**config.mk**
```make
export PLATFORM = sky130hd
export DESIGN_NAME = instr_queue_ctrl_flat
export DESIGN_NICKNAME = d
export VERILOG_FILES = /design/src/rtl/uop_pkg.sv /design/src/rtl/instr_queue_ctrl_if.sv /design/src/rtl/instr_queue_ctrl.sv /design/src/flat_wrapper.sv
export SDC_FILE = /design/constraint.sdc
export NUM_CORES = 1
export LEC_CHECK = 0
export ABC_AREA = 1
export CAP_MARGIN = 10
export CORE_MARGIN = 2
export CORE_UTILIZATION = 50
export CTS_BUF_LIST = sky130_fd_sc_hd__clkbuf_8
export DETAILED_ROUTE_END_ITERATION = 8
export GPL_TIMING_DRIVEN = 0
export PLACE_DENSITY = 0.73
export RECOVER_POWER = 25
export SETUP_SLACK_MARGIN = 0.2
export SYNTH_ARGS = -nofsm -noshare
export SYNTH_HDL_FRONTEND = slang
export SYNTH_SLANG_ARGS = --single-unit
```
**constraint.sdc**
```tcl
create_clock -name clk_in -period 4.65 [get_ports clk_in]
set_clock_uncertainty 0.15 [all_clocks]
set_input_delay 0.93 -clock clk_in [delete_from_list [all_inputs] [get_ports clk_in]]
set_output_delay 0.93 -clock clk_in [all_outputs]
set_load 0.02 [all_outputs]
```
**src/rtl/uop_pkg.sv**
```systemverilog
`default_nettype none
// ============================================================================
// Module   : uop_pkg
// Brief    : Shared front-end uop sizing constants and instruction queue types.
// Revision : 1.0
// ============================================================================
package uop_pkg;

    localparam int INSTR_Q_DEPTH  = 16;
    localparam int INSTR_Q_WIDTH  = 4;
    localparam int DISPATCH_WIDTH = 4;

    typedef enum logic [1:0] {
        IQ_RUN     = 2'd0,
        IQ_FLUSH   = 2'd1,
        IQ_RECOVER = 2'd2
    } iq_ctrl_state_e;

    function automatic int unsigned min3(input int unsigned a,
                                         input int unsigned b,
                                         input int unsigned c);
        int unsigned m;
        m = (a < b) ? a : b;
        return (m < c) ? m : c;
    endfunction

endpackage
`default_nettype wire

```
**src/rtl/instr_queue_ctrl_if.sv**
```systemverilog
`default_nettype none
// ============================================================================
// Module   : instr_queue_ctrl_if
// Brief    : Decoder, dispatch and queue-control signals of instr_queue_ctrl.
// Revision : 1.0
// ============================================================================
interface instr_queue_ctrl_if #(
    parameter int Q_DEPTH    = uop_pkg::INSTR_Q_DEPTH,
    parameter int Q_WIDTH    = uop_pkg::INSTR_Q_WIDTH,
    parameter int DISP_WIDTH = uop_pkg::DISPATCH_WIDTH
);
    localparam int CW = $clog2(Q_WIDTH + 1);
    localparam int DW = $clog2(DISP_WIDTH + 1);
    localparam int OW = $clog2(Q_DEPTH + 1);

    logic          dec_valid_in;
    logic [CW-1:0] dec_count_in;
    logic          dec_ready_out;
    logic          redirect_in;
    logic [DW-1:0] disp_slots_in;
    logic [CW-1:0] q_enq_out;
    logic [CW-1:0] q_deq_out;
    logic          q_flush_out;
    logic [DW-1:0] disp_count_out;
    logic [OW-1:0] occ_out;
    logic [31:0]   full_stall_cnt_out;
    logic [15:0]   flush_cnt_out;

    // The controller side
    modport slave (
        input  dec_valid_in, dec_count_in, redirect_in, disp_slots_in,
        output dec_ready_out, q_enq_out, q_deq_out, q_flush_out,
               disp_count_out, occ_out, full_stall_cnt_out, flush_cnt_out
    );

    modport master (
        output dec_valid_in, dec_count_in, redirect_in, disp_slots_in,
        input  dec_ready_out, q_enq_out, q_deq_out, q_flush_out,
               disp_count_out, occ_out, full_stall_cnt_out, flush_cnt_out
    );

endinterface
`default_nettype wire

```
**src/rtl/instr_queue_ctrl.sv**
```systemverilog
`default_nettype none
// ============================================================================
// Module   : instr_queue_ctrl
// Brief    : Enqueue/dequeue/flush sequencer with shadow occupancy for the
//            decode-to-dispatch instruction queue.
// Revision : 1.0
// ============================================================================
module instr_queue_ctrl
    import uop_pkg::*;
#(
    parameter int Q_DEPTH        = INSTR_Q_DEPTH,
    parameter int Q_WIDTH        = INSTR_Q_WIDTH,
    parameter int DISP_WIDTH     = DISPATCH_WIDTH,
    parameter int RECOVER_CYCLES = 2
) (
    input  logic               clk_in,
    input  logic               rst_N_in,
    instr_queue_ctrl_if.slave  bus
);

    localparam int CW = $clog2(Q_WIDTH + 1);
    localparam int DW = $clog2(DISP_WIDTH + 1);
    localparam int OW = $clog2(Q_DEPTH + 1);

    iq_ctrl_state_e state_q, state_d;
    logic [OW-1:0]  occ_q, occ_d;
    logic [1:0]     rc_q, rc_d;
    logic [31:0]    stall_q, stall_d;
    logic [15:0]    flush_cnt_q, flush_cnt_d;

    logic           ready_w;
    logic           flush_w;
    logic [CW-1:0]  enq_w;
    logic [CW-1:0]  deq_w;
    logic [OW:0]    occ_sum_w;
    logic           fits_w;
    logic           fits_rst_w;

    // Space check uses registered occupancy only; same-cycle dequeue is not credited.
    assign occ_sum_w  = {1'b0, occ_q} + (OW+1)'(bus.dec_count_in);
    assign fits_w     = (occ_sum_w <= (OW+1)'(Q_DEPTH));
    assign fits_rst_w = ((OW+1)'(bus.dec_count_in) <= (OW+1)'(Q_DEPTH));

    always_comb begin
        state_d     = state_q;
        occ_d       = occ_q;
        rc_d        = rc_q;
        stall_d     = stall_q;
        flush_cnt_d = flush_cnt_q;
        ready_w     = 1'b0;
        flush_w     = 1'b0;
        enq_w       = '0;
        deq_w       = '0;

        case (state_q)
            IQ_RUN: begin
                if (bus.redirect_in) begin
                    state_d = IQ_FLUSH;
                end else begin
                    ready_w = fits_w;
                    if (bus.dec_valid_in && fits_w) begin
                        enq_w = bus.dec_count_in;
                    end
                    deq_w = CW'(min3(32'(occ_q), 32'(bus.disp_slots_in), 32'(DISP_WIDTH)));
                    occ_d = occ_q + OW'(enq_w) - OW'(deq_w);
                    if (bus.dec_valid_in && !fits_w) begin
                        stall_d = stall_q + 32'd1;
                    end
                end
            end
            IQ_FLUSH: begin
                flush_w     = 1'b1;
                occ_d       = '0;
                flush_cnt_d = flush_cnt_q + 16'd1;
                rc_d        = 2'(RECOVER_CYCLES);
                state_d     = bus.redirect_in ? IQ_FLUSH : IQ_RECOVER;
            end
            IQ_RECOVER: begin
                rc_d = rc_q - 2'd1;
                if (bus.redirect_in) begin
                    state_d = IQ_FLUSH;
                end else if (rc_q <= 2'd1) begin
                    state_d = IQ_RUN;
                end
            end
            default: begin
                state_d = IQ_RUN;
            end
        endcase

        // While reset is held the outputs look like RUN at empty occupancy.
        if (!rst_N_in) begin
            ready_w = fits_rst_w;
            flush_w = 1'b0;
            enq_w   = '0;
            deq_w   = '0;
        end
    end

    always_ff @(posedge clk_in) begin
        if (!rst_N_in) begin
            state_q     <= IQ_RUN;
            occ_q       <= '0;
            rc_q        <= '0;
            stall_q     <= '0;
            flush_cnt_q <= '0;
        end else begin
            state_q     <= state_d;
            occ_q       <= occ_d;
            rc_q        <= rc_d;
            stall_q     <= stall_d;
            flush_cnt_q <= flush_cnt_d;
        end
    end

    assign bus.dec_ready_out      = ready_w;
    assign bus.q_enq_out          = enq_w;
    assign bus.q_deq_out          = deq_w;
    assign bus.q_flush_out        = flush_w;
    assign bus.disp_count_out     = DW'(deq_w);
    assign bus.occ_out            = occ_q;
    assign bus.full_stall_cnt_out = stall_q;
    assign bus.flush_cnt_out      = flush_cnt_q;

    a_count_legal: assert property (@(posedge clk_in) disable iff (!rst_N_in)
        bus.dec_valid_in |-> (bus.dec_count_in <= CW'(Q_WIDTH)));

    a_occ_bound: assert property (@(posedge clk_in) disable iff (!rst_N_in)
        occ_q <= OW'(Q_DEPTH));

endmodule
`default_nettype wire
```
**src/flat_wrapper.sv**
```systemverilog
// flat-port wrapper written by rule: the top's interface ports become plain ports
module instr_queue_ctrl_flat import uop_pkg::*;
#(
    parameter int Q_DEPTH        = INSTR_Q_DEPTH,
    parameter int Q_WIDTH        = INSTR_Q_WIDTH,
    parameter int DISP_WIDTH     = DISPATCH_WIDTH,
    parameter int RECOVER_CYCLES = 2
)
  (clk_in, rst_N_in, bus_dec_valid_in, bus_dec_count_in, bus_redirect_in, bus_disp_slots_in, bus_dec_ready_out, bus_q_enq_out, bus_q_deq_out, bus_q_flush_out, bus_disp_count_out, bus_occ_out, bus_full_stall_cnt_out, bus_flush_cnt_out);
  instr_queue_ctrl_if #(.Q_DEPTH(Q_DEPTH), .Q_WIDTH(Q_WIDTH), .DISP_WIDTH(DISP_WIDTH)) bus_i ();
  input  logic clk_in;
  input  logic rst_N_in;
  input wire logic [$bits(bus_i.dec_valid_in)-1:0] bus_dec_valid_in;
  input wire logic [$bits(bus_i.dec_count_in)-1:0] bus_dec_count_in;
  input wire logic [$bits(bus_i.redirect_in)-1:0] bus_redirect_in;
  input wire logic [$bits(bus_i.disp_slots_in)-1:0] bus_disp_slots_in;
  output wire logic [$bits(bus_i.dec_ready_out)-1:0] bus_dec_ready_out;
  output wire logic [$bits(bus_i.q_enq_out)-1:0] bus_q_enq_out;
  output wire logic [$bits(bus_i.q_deq_out)-1:0] bus_q_deq_out;
  output wire logic [$bits(bus_i.q_flush_out)-1:0] bus_q_flush_out;
  output wire logic [$bits(bus_i.disp_count_out)-1:0] bus_disp_count_out;
  output wire logic [$bits(bus_i.occ_out)-1:0] bus_occ_out;
  output wire logic [$bits(bus_i.full_stall_cnt_out)-1:0] bus_full_stall_cnt_out;
  output wire logic [$bits(bus_i.flush_cnt_out)-1:0] bus_flush_cnt_out;
  assign bus_i.dec_valid_in = bus_dec_valid_in;
  assign bus_i.dec_count_in = bus_dec_count_in;
  assign bus_i.redirect_in = bus_redirect_in;
  assign bus_i.disp_slots_in = bus_disp_slots_in;
  assign bus_dec_ready_out = bus_i.dec_ready_out;
  assign bus_q_enq_out = bus_i.q_enq_out;
  assign bus_q_deq_out = bus_i.q_deq_out;
  assign bus_q_flush_out = bus_i.q_flush_out;
  assign bus_disp_count_out = bus_i.disp_count_out;
  assign bus_occ_out = bus_i.occ_out;
  assign bus_full_stall_cnt_out = bus_i.full_stall_cnt_out;
  assign bus_flush_cnt_out = bus_i.flush_cnt_out;
  instr_queue_ctrl #(.Q_DEPTH(Q_DEPTH), .Q_WIDTH(Q_WIDTH), .DISP_WIDTH(DISP_WIDTH), .RECOVER_CYCLES(RECOVER_CYCLES)) u_core (.clk_in(clk_in), .rst_N_in(rst_N_in), .bus(bus_i));
endmodule
```
Fig. 1: selected gate families
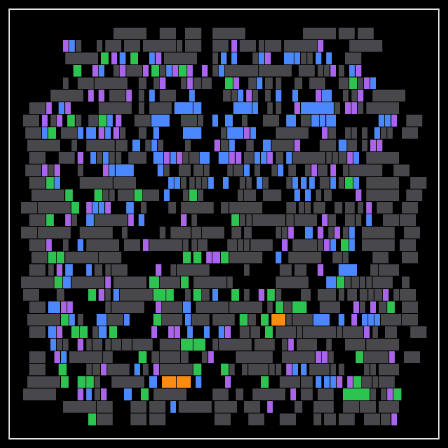
- green: aoi and oai cells (cells 62; where all over the die)
- purple: inv cells (cells 108; where all over the die)
- blue: nor cells (cells 129; where all over the die)
- orange: xor and xnor cells (cells 3)
final cell count without fillers: 809
Top cell excl fill/tap: sky130_fd_sc_hd__nand2_1
multi-input logic portion of the cell area: 0.468

Fig. 2: layout detail
Region (0, 44) to (50, 94) um. Cells in grey, sequential cells in the stronger grey; small squares are vias.
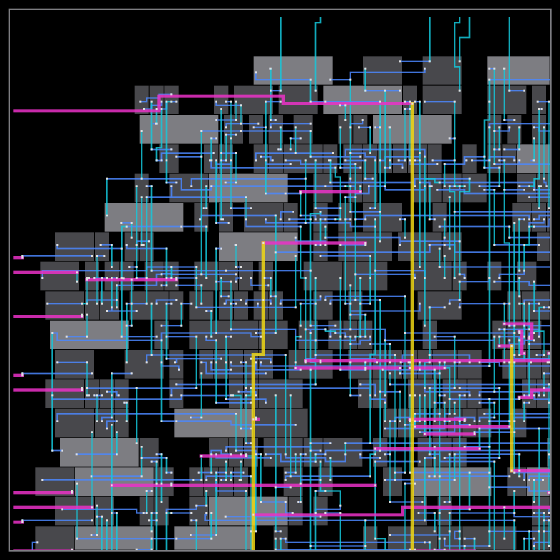
- yellow: M4
- magenta: M3
- cyan: M2
- blue: M1
- sequential cells in the window: 16
- netlist names of flops here include: `u_core.bus.full_stall_cnt_out` (14), `u_core.bus.flush_cnt_out` (2)
- cells with their middle in the window: 208
- most frequent: nand2_1 (40), inv_1 (36), nor2_1 (33)

Fig. 3: where the registers sit
Other sequential cells in the stronger grey, the rest of the logic in the fainter grey.
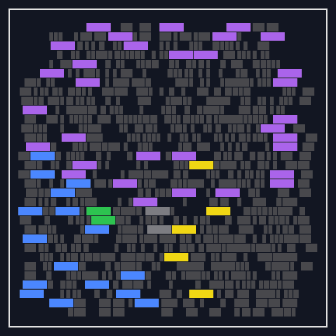
- yellow: `u_core.bus.occ_out` (placed flops 5)
- blue: `u_core.bus.flush_cnt_out` (placed flops 16)
- purple: `u_core.bus.full_stall_cnt_out` (placed flops 32)
- green: `u_core.rc_q` (placed flops 2)
register share of the cell area: 0.225
sequential cell area: 1140 um2

==> results.rst <==
Metrics
=======

.. list-table::
   :header-rows: 1

   * - Metric
     - Value
   * - Run status
     - complete, no violations
   * - Number of signal-net buffers in the layout
     - 93
   * - Max-slew violation total from the final report
     - 0
   * - Cell-by-cell listing of the critical path
     - clkdlybuf4s50_1 -> inv_1 -> ha_1 -> nand2_1 -> inv_1 -> o21ai_1 -> nand3_2 -> nand2_1 -> o21ai_4 -> nor2_1 -> buf_4 -> clkdlybuf4s50_1
   * - Setup repair after global routing missed its margin
     - false
   * - Routed vias
     - just over 4000
   * - Met2 Resource Use GR
     - 0.399
   * - Count of buffers from port buffering
     - 73
   * - Worst-case hold slack
     - 328 ps
   * - Crit path max-delay cell type
     - sky130_fd_sc_hd__clkdlybuf4s50_1
   * - Global-route wire length before repair
     - 17200 um
   * - TritonCTS clock tree
     - yes
   * - Share of the core filled by cells before placement
     - 0.519
   * - Remaining DRCs
     - 0
   * - Number of clock buffers inserted by TritonCTS
     - 9
   * - Net count entering floorplan
     - 651
   * - Combinational power
     - roughly 0.80 mW
   * - Worst slew pin tran
     - 580 ps
   * - Library cell with the highest instance count after synthesis
     - sky130_fd_sc_hd__nand2_1
   * - Dominant combinational family
     - simple AND/OR/NAND/NOR gates
   * - Relative max-transition margin
     - 0.613
   * - Beginning of the critical path
     - bus_disp_slots_in[2]
   * - Combinational gates
     - 434
   * - Final HPWL DP
     - 7690 um
   * - Leak
     - 2.12 nW
   * - R2r endpoint
     - u_core.bus.occ_out[4]
   * - Critical path arrival
     - roughly 3200 ps
   * - Top Metal Used
     - met4
   * - Worst hold path startpoint
     - u_core.rc_q[0]
   * - Number of buffers inserted by hold repair at cts
     - 0
   * - Pin count of the biggest net entering global routing
     - 11
   * - Worst-case reg-to-reg path depth
     - 19
   * - Cell family contributing the most delay on the critical path
     - buffers and inverters
   * - Clock buffers and inverters, area share
     - 0.0321
   * - MaxCap Viol Count
     - 0
   * - Worst path max stage delay
     - about 580 ps
   * - Number of global-route vias before repair
     - 3907
   * - Total core area
     - 7730 um2
   * - Iteration-0 DRC Markers
     - 220
   * - Num ports
     - 74
   * - Fin area
     - slightly above 5000 um2
   * - Xor/xnor share
     - 0.00656
   * - Smallest setup slack after layout
     - 364 ps
   * - Global router's overall resource usage
     - 0.246
   * - Clock transition time at the flip-flop clock pins of the worst setup and hold paths
     - 60 ps
   * - Launching point of the worst reg2reg path
     - u_core.bus.occ_out[0]
   * - Layer with the highest usage after global routing
     - met2
   * - Number of buffers between clock root and the deepest sink
     - 2
   * - Combined area of the multi-input logic cells
     - 2370 um2
   * - Cell types with the highest counts after synthesis
     - sky130_fd_sc_hd__nand2_1, sky130_fd_sc_hd__inv_1, sky130_fd_sc_hd__nor2_1
   * - Post-synthesis sequential element count
     - 57
   * - Number of stages on the worst hold path
     - 1
   * - Synth Warn #
     - 0
   * - Power per Cell Area
     - 345 nW/um2
   * - Final-report hold violation count
     - 0
   * - Area of the mapped netlist
     - about 4000 um2
   * - Most frequent cells in the layout
     - sky130_fd_sc_hd__nand2_1, sky130_fd_sc_hd__inv_1, sky130_fd_sc_hd__nor2_1
   * - Setup TNS Final
     - 0 ps
   * - Share of synthesized cell area in and-or and or-and compound cells
     - 0.0796
   * - Sequential cell power
     - 0.547 mW
   * - Switching share of power
     - 0.401
   * - Internal reg-to-reg setup slack
     - 950 ps
   * - Path class of the lowest-slack min-delay path
     - reg -> reg
   * - Number of post-CTS setup repair buffers
     - 1
   * - Largest class
     - combinational gates
   * - Cell types occupying the most area after synthesis
     - sky130_fd_sc_hd__dfxtp_1, sky130_fd_sc_hd__nand2_1, sky130_fd_sc_hd__inv_1
   * - Floorplan die width
     - 93.5 um
   * - Critical setup path kind
     - in -> out
   * - Adder share
     - 0.0824
   * - Non-clock inverter count
     - 108
   * - Largest area contributor in the synthesized netlist
     - sky130_fd_sc_hd__dfxtp_1
   * - Mux cell area share
     - 0
   * - Critical path endpoint category
     - output port
   * - End-of-flow core utilization
     - 0.657
   * - Area growth syn-to-layout
     - 26.6%
   * - Count of instantiated cells in the yosys netlist
     - 617
   * - Synth Area in Simple Gates
     - 0.415
   * - H-tree lvl count
     - 3
   * - Number of flops mapped to enable cells by yosys
     - 0
   * - Final weighted congestion in routability-driven placement
     - 0.934
   * - Number of iterations in the first detailed-routing pass
     - 6
   * - Time the final worst path needs with I/O delays and setup
     - 4290 ps
   * - Distinct cell type count after synthesis
     - approximately 43
   * - Master cell of the clock root buffer
     - sky130_fd_sc_hd__clkbuf_8
   * - Number of antenna violations at the first check in global routing
     - 0
   * - VDD IR-drop max
     - 0.168 mV
   * - Cell area reported after detailed placement
     - 4870 um2
   * - Buf/Inv on CP
     - 5
   * - Tapcells inserted
     - 102
   * - Share of power burned in registers
     - 0.313
   * - Int Power
     - roughly 1.0 mW
   * - Critical path capture point
     - bus_q_deq_out[2]
   * - Total clock sinks
     - 57
   * - Max Freq
     - 233 MHz
   * - Startpoint types
     - input pin
   * - Number of flip-flops in the largest register
     - 32
   * - Highest net fanout along the worst path
     - 6
   * - Final ANT Viol Nets
     - 0
   * - Layout clock buffer count
     - 10
   * - Total grt overflow
     - 0
   * - Yosys chip area
     - 4010 um2
   * - Routed WL
     - 10200 um
   * - Total number of placement rows
     - 32
   * - Met3 Wirelength
     - between 800 and 900 um
   * - Post-placement cell count
     - 792
   * - Pwr Total
     - about 1.7 mW
   * - FFs & Latches
     - 57
   * - Amount of wire on met2 after detailed routing
     - approximately 4600 um
   * - Average wire length per cell after detail routing
     - 12.6 um
   * - Post-route clock period utilization
     - 0.922
   * - Final #Nets
     - 737
   * - Global Route met1 Usage
     - 0.322
   * - Post-CTS resize count
     - 22
   * - Critical Path Stages
     - 12
   * - Number of logged tool warnings
     - 31
   * - Final count of negative-setup-slack endpoints
     - 0
   * - Via density per instance
     - 5.10
   * - Count of fill cells added during filler insertion
     - ~710
Power figures rest on the tool's default switching activity, not on a simulated workload.
